Figure 1. Congestion heat map.
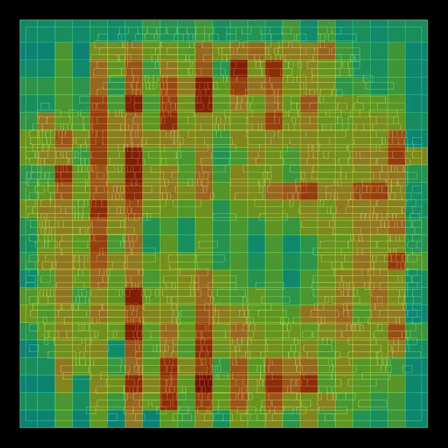
Figure 2. Routed clock nets over the placement.
(2 px per µm)
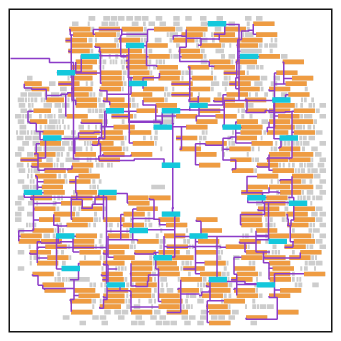
Figure 3. The metal 3 layer.
(1.5 px per µm) Cells faint in the background.
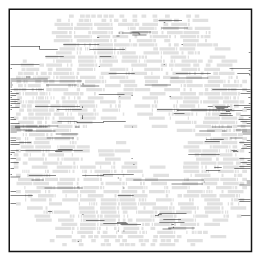
Figure 4. Wiring by layer.
(1.5 px per µm)
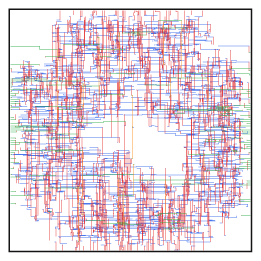
==> config.mk <==
export PLATFORM = sky130hd
export DESIGN_NAME = alu_result_fifo_flat
export DESIGN_NICKNAME = d
export VERILOG_FILES = /design/src/rtl/alu_result_fifo_if.sv /design/src/rtl/alu_result_fifo.sv /design/src/flat_wrapper.sv
export SDC_FILE = /design/constraint.sdc
export NUM_CORES = 1
export LEC_CHECK = 0
export ABC_AREA = 1
export ABC_CLOCK_PERIOD_IN_PS = 3750
export CAP_MARGIN = 20
export CORE_MARGIN = 2
export CORE_UTILIZATION = 45
export DETAILED_ROUTE_END_ITERATION = 16
export GPL_ROUTABILITY_DRIVEN = 0
export PLACE_DENSITY = 0.73
export REMOVE_ABC_BUFFERS = 1
export SLEW_MARGIN = 20
export SYNTH_ARGS = -nofsm -noshare
export SYNTH_HDL_FRONTEND = slang
export SYNTH_SLANG_ARGS = --single-unit
==> constraint.sdc <==
create_clock -name clk -period 3.75 [get_ports clk]
set_input_delay 0.375 -clock clk [delete_from_list [all_inputs] [get_ports clk]]
set_output_delay 0.375 -clock clk [all_outputs]
set_load 0.02 [all_outputs]
==> results.yml <==
# flow metrics
hold_path:
  hold_path.class: "input pin to asynchronous set/reset pin"
synthesis:
  synth_cell_types: 25
  ys_chip_area_mm2: 0.0110
  syn-instance-count: 790
  synth_seq_share_pct: 76.7
  avgSynthCellArea_um2: 14.0
  ys_cells: 790
  ys_warn_count: 0
  synth_area_mm2: 0.0110
floorplanning:
  floorplan.core_util_pct: 45.6
  die_h_um: 161
  die_area_mm2: 0.0258
  num_io_pins: 147
  core_mm2: 0.0242
  die_width_um: 161
sta:
  fin_crit_ns: 3.22
  hold_violations: 0
  rsz0062_at_grt: "no"
  drv_slew: 0
  max_slew.worst_pin.slew_ns: 0.808
  layout_setup_ws_ns: 0.530
  fin_crit_sh_pct: 85.9
  setup-violations-final: 0
  max_freq_ghz: 0.311
  slew_headroom_pct: 46.1
detailed_routing:
  dr.pass1.iters: 5
  drc: 0
  vias_per_cell: 5.30
  ant_nets: 0
  drtIter0Drc: 593
power:
  p_leak_nw: 4.60
  p_sw_share_pct: 35.2
  power_mw: 11.9
  comb_power_share_pct: 39.7
  p_int_mw: 7.73
  p_seq_share_pct: 36.2
  peakVddDrop_mv: 0.549
clock_tree:
  hold_buffers: 0
  cts_setup_buffers: 0
  clk_pin_slew_worst_paths_ns: 0.06
  clock-sinks: 283
  clockRootBuffer: "clkbuf_16"
  cts_resized: 0
global_route:
  grt_pass1_vias: 6687
  antenna_found_initial: 0
  grt_pass1_wl_mm: 36.1
  grt_overflow: 0
  grt_max_degree: 74
place:
  portBuffers: 146
  dp_hpwl_mm: 12.9
  dp_cells: 1227
layout:
  largest_reg_flops: 276
  final-seq-area_mm2: 0.00847
  area_growth_syn_to_layout_pct: 24.6
  drive_above_1_share_pct: 8.27
  fillers: 1910
  logic_area_mm2: 0.00217
  final_nets: 1011
  final_cells: 1279
setup_path:
  r2r_cells: 9
  cp_max_fo: 65
  worstSetupPathType: "register to output pin"
  crit_path_end_kind: "output pin"
  startpoint_type: "register"
  arrival_ns: 2.84
  required_ns: 3.38
job:
  drv_cap: 0
  warnings: 28
status:
  outcome: "finished clean"
Back to the opening pictures, Figure 1:
Final Util: 56.8%
Tot GR Track Use: 17.8%
WL/cell: 18.3 µm
M1 GR Usage: 24.7%
met3 Use GR: 3.38%

Back to the opening pictures, Figure 2:
clock wires: drawn in purple, length 3,000 µm. flip-flops: drawn in orange, count 283. cells driving clock nets: drawn in cyan, count 29.
There are 30 routed clock nets.
Clk power: 2.87 mW
Clock power frac: 24.1%
Worst-Skew Late Latency: 0.52 ns
clock skew: 0.00636 ns

Back to the opening pictures, Figure 3:
124 nets have wire on it. The layer holds 6.7% of the routed length. The longest straight run is 49.7 µm. The layer carries 1,580 µm of wire.
Post-Route WL: 23.4 mm
routed vias: 6,784

Back to the opening pictures, Figure 4:
met3: drawn in green, wire length 1,580 µm. met1: drawn in blue, wire length 10,400 µm. met2: drawn in red, wire length 11,000 µm. met4: drawn in orange, wire length 502 µm.

[power groups by stage]
| stage | combinational, mW | sequential, mW | clock [mW] |
|---|---|---|---|
| final | 4.73 | 4.32 | 2.87 |
| after global routing | 5.11 | 4.37 | 3.03 |
| after CTS | 4.79 | 4.32 | 2.91 |
| after detailed placement | 4.76 | 4.38 | 0 |
| after global placement | 4.70 | 4.36 | 0 |
| after floorplan | 2.38 | 4.60 | 0 |
[Yosys cell counts, drive strengths merged]
cell / number / area, µm²
and2: 3 / 18.8
ha: 5 / 62.6
buf: 25 / 214
inv: 36 / 138
fa: 1 / 20.0
dfrtp: 7 / 175
nand2: 19 / 71.3
o21ai: 140 / 701
edfxtp: 276 / 8290
a21oi: 2 / 10.0
o22ai: 69 / 494
xnor2: 1 / 8.76
nor2: 178 / 696
xor2: 3 / 26.3
clkbuf: 19 / 71.3
nand4: 4 / 25.0
nand3: 2 / 10.0
[area by class of cell]
class                           count  area share, %
Timing Repair Buffer              157           11.7
Sequential cell                   283           61.6
Multi-Input combinational cell    427           15.8
Inverter                           36           1.00
Tap cell                          324           2.95
Clock buffer                       37           5.50
Clock inverter                     15           1.43
[through the flow]
stage	instance area, µm²	setup TNS, ns	utilization [%]	hold slack (ns)
detailed placement	12800	0	52.9	0.501
global route	13700	0	56.8	0.0981
global placement	12800	0	52.9	0.503
floorplan	10700	-217.32	-	0.178
finish	13700	0	56.8	0.0883
CTS	13700	0	56.8	0.0704
[cells by family after synthesis]
group | share of synthesized area, %
XOR/XNOR | 0.318
AND/OR/NAND/NOR | 7.44
AND-OR/OR-AND | 10.9
adder cells (fa/ha/maj) | 0.749
buffers and inverters | 3.83
flip-flops | 76.7
[per-layer routing]
metal / global-route usage (%) / up-vias / routed length (µm) / share of wire [%]
li1: - / 3184 / - / -
met1: 24.7 / 3317 / 10400 / 44
met2: 28.8 / 238 / 11000 / 47
met3: 3.38 / 45 / 1580 / 6.7
met4: 5.12 / 0 / 502 / 2.1
met5: 0 / - / 0 / 0
[layout by cell type (no fill, tap or decap), types with 5 or more instances in the layout]
master / n
edfxtp_1: 276
nor2_1: 163
clkdlybuf4s50_1: 146
o21ai_0: 98
o22ai_1: 59
o21ai_1: 42
inv_1: 34
clkbuf_16: 29
nand2_1: 19
nor2_2: 11
o22ai_2: 10
clkbuf_1: 8
buf_4: 6
ha_1: 5
bufinv_16: 5
clkinv_1: 5
buf_12: 5
dfrtp_1: 5
[worst max-delay path, cell delays in order (launching register included)]
cell	delay (ns)
dfrtp_4	0.50
inv_4	0.39
buf_12	0.35
nor2_1	0.08
o22ai_1	0.27
clkdlybuf4s50_1	0.66
Power and IR drop assume default switching activity.
